===== src/rtl/instr_sequencer.sv =====
// rtl/instr_sequencer.sv - multi-cycle fetch/decode/dispatch sequencer for the 16-bit Harvard core
module instr_sequencer #(
    parameter int PC_W  = 8,
    parameter int OPC_W = 6
) (
    input  logic            clk,
    input  logic            rst,
    input  logic            run,
    output logic [PC_W-1:0] imem_addr,
    output logic            imem_req,
    input  logic            imem_ack,
    input  logic [31:0]     imem_data,
    output logic [31:0]     instr,
    output logic            alu_start,
    output logic [3:0]      alu_op,
    input  logic            alu_done,
    output logic            dmem_req,
    output logic            dmem_we,
    input  logic            dmem_ack,
    output logic            rf_we2,
    output logic            rf_we1,
    output logic [1:0]      wb_sel,
    output logic            illegal,
    output logic            busy
);

    typedef enum logic [2:0] {
        S_IDLE   = 3'd0,
        S_FETCH  = 3'd1,
        S_DECODE = 3'd2,
        S_EXEC   = 3'd3,
        S_MEM    = 3'd4,
        S_WB     = 3'd5,
        S_HALT   = 3'd6
    } state_t;

    state_t            state_q, state_d;
    logic [PC_W-1:0]   pc_q, pc_d;
    logic [31:0]       instr_q, instr_d;
    logic              illegal_q, illegal_d;
    // Marks the first EXEC cycle so alu_start is a single pulse even while the ALU stalls.
    logic              first_q, first_d;

    logic [OPC_W-1:0]  opcode;
    logic              op_is_wb;
    logic              op_is_mem;
    logic              op_is_alu;
    logic              op_is_store;

    // Opcode classification from the held instruction register.
    always_comb begin
        opcode      = instr_q[31:32-OPC_W];
        op_is_wb    = (opcode <= OPC_W'(1));
        op_is_mem   = (opcode == OPC_W'(2)) || (opcode == OPC_W'(3));
        op_is_alu   = (opcode >= OPC_W'(4)) && (opcode <= OPC_W'(16));
        op_is_store = (opcode == OPC_W'(3));
    end

    // Next-state, pc/instr updates and state-decoded outputs.
    always_comb begin
        state_d   = state_q;
        pc_d      = pc_q;
        instr_d   = instr_q;
        illegal_d = illegal_q;
        first_d   = 1'b0;
        imem_req  = 1'b0;
        imem_addr = '0;
        alu_start = 1'b0;
        alu_op    = 4'd0;
        dmem_req  = 1'b0;
        dmem_we   = 1'b0;
        rf_we2    = 1'b0;
        rf_we1    = 1'b0;
        wb_sel    = 2'd0;
        instr     = instr_q;
        illegal   = illegal_q;
        busy      = (state_q != S_IDLE) && (state_q != S_HALT);
        case (state_q)
            S_IDLE: begin
                if (run) begin
                    state_d = S_FETCH;
                end
            end
            S_FETCH: begin
                imem_req  = 1'b1;
                imem_addr = pc_q;
                if (imem_ack) begin
                    instr_d = imem_data;
                    state_d = S_DECODE;
                end
            end
            S_DECODE: begin
                if (op_is_wb) begin
                    state_d = S_WB;
                end else if (op_is_mem) begin
                    state_d = S_MEM;
                end else if (op_is_alu) begin
                    state_d = S_EXEC;
                    first_d = 1'b1;
                end else begin
                    state_d   = S_HALT;
                    illegal_d = 1'b1;
                end
            end
            S_EXEC: begin
                alu_start = first_q;
                // opcode 16 maps to function 12; the low nibble minus 4 gives that modulo 16.
                alu_op    = opcode[3:0] - 4'd4;
                if (alu_done) begin
                    state_d = S_WB;
                end
            end
            S_MEM: begin
                dmem_req = 1'b1;
                dmem_we  = op_is_store;
                if (dmem_ack) begin
                    if (op_is_store) begin
                        pc_d    = pc_q + PC_W'(1);
                        state_d = run ? S_FETCH : S_IDLE;
                    end else begin
                        state_d = S_WB;
                    end
                end
            end
            S_WB: begin
                rf_we2 = 1'b1;
                rf_we1 = op_is_alu;
                if (op_is_alu) begin
                    wb_sel = 2'd3;
                end else begin
                    wb_sel = opcode[1:0];
                end
                pc_d    = pc_q + PC_W'(1);
                state_d = run ? S_FETCH : S_IDLE;
            end
            S_HALT: begin
                state_d = S_HALT;
            end
            default: begin
                state_d = S_IDLE;
            end
        endcase
    end

    // State registers; reset overrides everything, including pending handshakes.
    always_ff @(posedge clk) begin
        if (rst) begin
            state_q   <= S_IDLE;
            pc_q      <= '0;
            instr_q   <= '0;
            illegal_q <= 1'b0;
            first_q   <= 1'b0;
        end else begin
            state_q   <= state_d;
            pc_q      <= pc_d;
            instr_q   <= instr_d;
            illegal_q <= illegal_d;
            first_q   <= first_d;
        end
    end

endmodule


===== config.mk =====
export PLATFORM = sky130hd
export DESIGN_NAME = instr_sequencer
export DESIGN_NICKNAME = d
export VERILOG_FILES = /design/src/rtl/instr_sequencer.sv
export SDC_FILE = /design/constraint.sdc
export NUM_CORES = 1
export LEC_CHECK = 0
export CAP_MARGIN = 5
export CORE_MARGIN = 4
export CORE_UTILIZATION = 45
export DETAILED_ROUTE_END_ITERATION = 10
export HOLD_SLACK_MARGIN = 0.02
export PLACE_DENSITY = 0.85
export SLEW_MARGIN = 20
export SYNTH_ARGS = -nofsm -noshare
export SYNTH_HDL_FRONTEND = slang
export SYNTH_SLANG_ARGS = --single-unit
export TNS_END_PERCENT = 50

===== constraint.sdc =====
create_clock -name clk -period 5.1 [get_ports clk]
set_input_delay 1.275 -clock clk [delete_from_list [all_inputs] [get_ports clk]]
set_output_delay 1.275 -clock clk [all_outputs]
set_load 0.005 [all_outputs]

route_heat.png
The die is cut into 15 by 15 equal tiles; white is low, dark blue is high, scaled to the fullest tile. Values are wire area over tile area, all layers added.
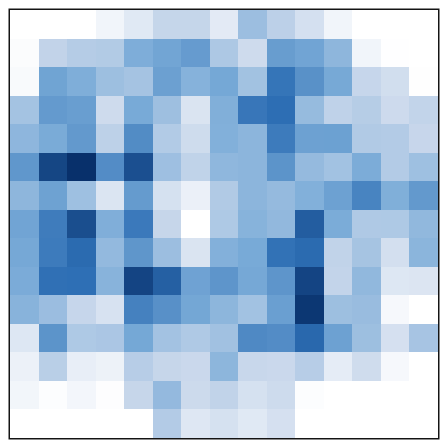
28% of the tiles are over half the peak. The fullest tile reaches 0.42. The mean over all tiles is 0.15. 13% of the tiles are nearly empty.

gates.png
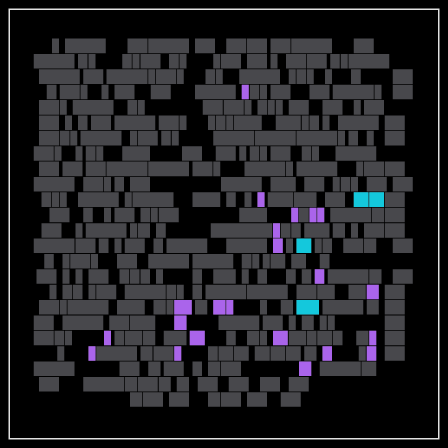
Key: cyan = non-inverting ao/oa cells [cells 4, where middle right]; purple = nor cells [cells 22]
multi-input combinational area share: 0.342
Top cell excl fill/tap: sky130_fd_sc_hd__clkdlybuf4s50_1
Non-Filler Instances: 398

==> out/results.env <==
STATUS='finished, final reports clean'
LAYOUT-DRIVE-GT1-SHARE=0.0462
FINALHOLDVIOLATIONS=0
MIN-DELAY-START='instr[17]'
MAX_CLOCK_FREQ_MHz=277
WORSTSETUPPATHTYPE='register to output pin'
MAXCAPVIOLATIONS=0
SYNTHDOMINANTCELLAREASHARE=0.437
YS_AREA_UM2=2060
GRT-BUSIEST-LAYER='met2'
CTS.REPAIR_TIMING.SETUP_BUFFER_COUNT=0
DRV_SLEW=0
GRT_USE_MET3=0.0818
SYN_AVG_CELL_AREA_UM2=7.73
DESIGN.PORTCOUNT=92
DETAILED_PLACE_HPWL_UM=3710
YOSYSUNIQUECELLTYPES=39
CTS.CLK_SLEW.WORST_PATHS_NS=0.08
NUMBER_OF_ANTENNA_VIOLATIONS_AT_THE_FIRST_CHECK_IN_GLOBAL_ROUTING=0
FF2FF_PATH_DEPTH=4
CLKPWRFRAC=0.333
DR_TOTAL_VIAS=1991
CTS_HOLD_BUFFERS=0
YS_ASYNC_SR_FRACTION=0
GRT_REMAINING_OVERFLOW=0
YOSYS.AREA.TOP_TYPE='sky130_fd_sc_hd__dfxtp_1'
MAX_VDD_DROP_uV=164
SYNTH_FLOPS=45
CELL_COUNT_LISTED_IN_SYNTH_STAT_TXT=267
CRIT_FANOUT=13
RR_STARTPOINT='state_q[0]'
INTERNAL_POWER_W=0.000587
TIMING.SLEW.HEADROOM=0.400
FP_UTIL=0.471
CTS-RESIZED-GATES=0
CTS_ROOT_BUFFER='sky130_fd_sc_hd__clkbuf_8'
AVGVIACOUNTPERCELL=5.00
REPORT.FINAL.SETUP_VIOL=0
GRT_START_MAX_NET_PINS=49
FIRST_GLOBAL_VIAS=1822
SYNTH.TOP_CELLS.BY_AREA='sky130_fd_sc_hd__dfxtp_1, sky130_fd_sc_hd__nand2_1, sky130_fd_sc_hd__a21oi_1'
WL_PER_CELL_UM=12.9
CYCLE_USE_FINAL=0.708
FINALSETUPTNS_NS=0
STARTPOINT_CLASS='register'
OPENROAD.WARNINGS=28
FINAL_NETS=388
CRIT_PATH_END_KIND='output pin'
GRT_USE_TOTAL=0.179
GR-USAGE-MET1=0.196
NUMBER_OF_SINKS_HANDLED_BY_CLOCK_TREE_SYNTHESIS=45
ROUTE.FINAL.WIRE_LENGTH_UM=5150
POST-ROUTE-DRC-COUNT=0
clock_nets.png
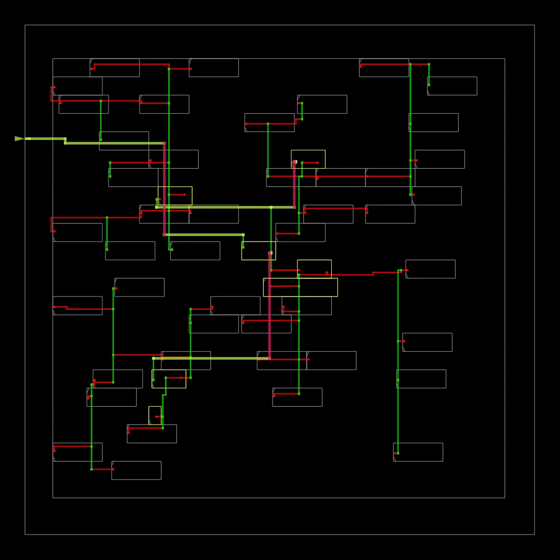
number of buffers created by CTS: 5
registers: 45
clock latency at the later pin of the worst-skew pair: 0.29 ns

pinout.png
Scale bar: 20 um. Pins as bars across the die edge, other pins in gray.
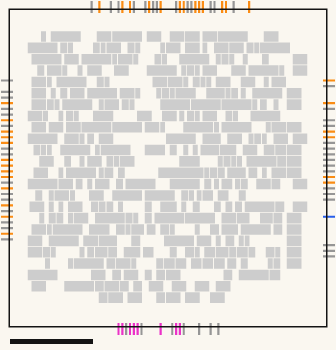
Key: blue = rf_we2 [pins 1, direction output, edge right]; orange = instr [pins 32, direction output, edge 13 left, 13 top, 6 right]; magenta = imem_addr [pins 8, direction output, edge bottom]
All pins by edge: 28 left, 26 top, 23 right, 15 bottom.
number of input and output port buffers inserted: 91
floorplan die width: 75.7 um

layout make-up:
type / count / area (um^2)
well taps: 52 / 65.1
inverters: 7 / 26.3
multi-input cells: 196 / 1040
repair buffers: 91 / 906
clock buffers: 5 / 68.8
flip-flops and latches: 45 / 901
fillers: 395 / 1340
clock inverters: 2 / 35.0
cell usage after synthesis, drive strengths merged (2+ instances only):
cell type,instances
o31ai,2
nor2b,4
nor3b,2
a21oi,44
ha,4
dfxtp,45
nand3b,2
mux2,3
and3,4
and2,10
nor2,11
and3b,2
nor3,4
clkbuf,8
o21a,3
or4,2
nand2,73
nand3,3
mux2i,2
inv,7
buf,10
or3,3
nand2b,2
o21ai,6
state kept, by name, summed over array words and instances (netlist names):
register and cells:
illegal 1, instr 32, first_q 1, state_q 3, pc_q 8
worst max-delay path by stage:
stage                     startpoint  slack (ns)      endpoint
after floorplan            instr[28]        2.49     wb_sel[0]
after global placement    state_q[0]        1.95  imem_addr[0]
after detailed placement  state_q[0]        1.85  imem_addr[1]
after global routing      state_q[0]        1.24  imem_addr[1]
final                     state_q[0]        1.49  imem_addr[1]
after CTS                 state_q[0]        1.52  imem_addr[1]
routing by layer:
metal  wire [um]  part of all wire  vias up
met5           0                 0        -
li1            -                 -     1042
met1        2050              0.40      887
met4          36            0.0070        0
met2        2550              0.49       56
met3         514              0.10        6
power by group through the flow:
stage | combinational, W | clock [W] | sequential, W
floorplan | 0.0000675 | 0 | 0.000386
global placement | 0.000134 | 0 | 0.000390
detailed placement | 0.000137 | 0 | 0.000391
CTS | 0.000138 | 0.000265 | 0.000383
global route | 0.000150 | 0.000281 | 0.000386
finish | 0.000135 | 0.000259 | 0.000383
logic make-up (layout without fill, tap and decap cells):
family	Yosys count	after routing	synth area share
buffers and inverters	26	105	0.0606
AOI/OAI and AO/OA	60	60	0.160
adders and majority gates	4	4	0.0243
DFF	45	45	0.437
xor gates and xnor gates	1	1	0.00425
and+or+nand+nor	126	126	0.288
muxes	5	5	0.0261
critical path: stages, from the launching register on:
cell and delay (ns):
sky130_fd_sc_hd__dfxtp_1 0.54, sky130_fd_sc_hd__nor3b_1 0.78, sky130_fd_sc_hd__and2_1 0.23, sky130_fd_sc_hd__clkdlybuf4s50_1 0.50
through the flow:
stage          hold WS (ns)  worst slack (ns)  instance area, um^2   util  power [W]
4_1_cts               0.458              1.52                 3040  0.693   0.000786
2_1_floorplan         0.447              2.49                 2060      -   0.000454
6_report              0.454              1.49                 3040  0.694   0.000778
3_3_place_gp          0.440              1.95                 2940  0.670   0.000524
5_1_grt               0.472              1.24                 3040  0.694   0.000817
3_5_place_dp          0.446              1.85                 2940  0.670   0.000528
No activity file was given, so power comes from the tool's default toggle rates.
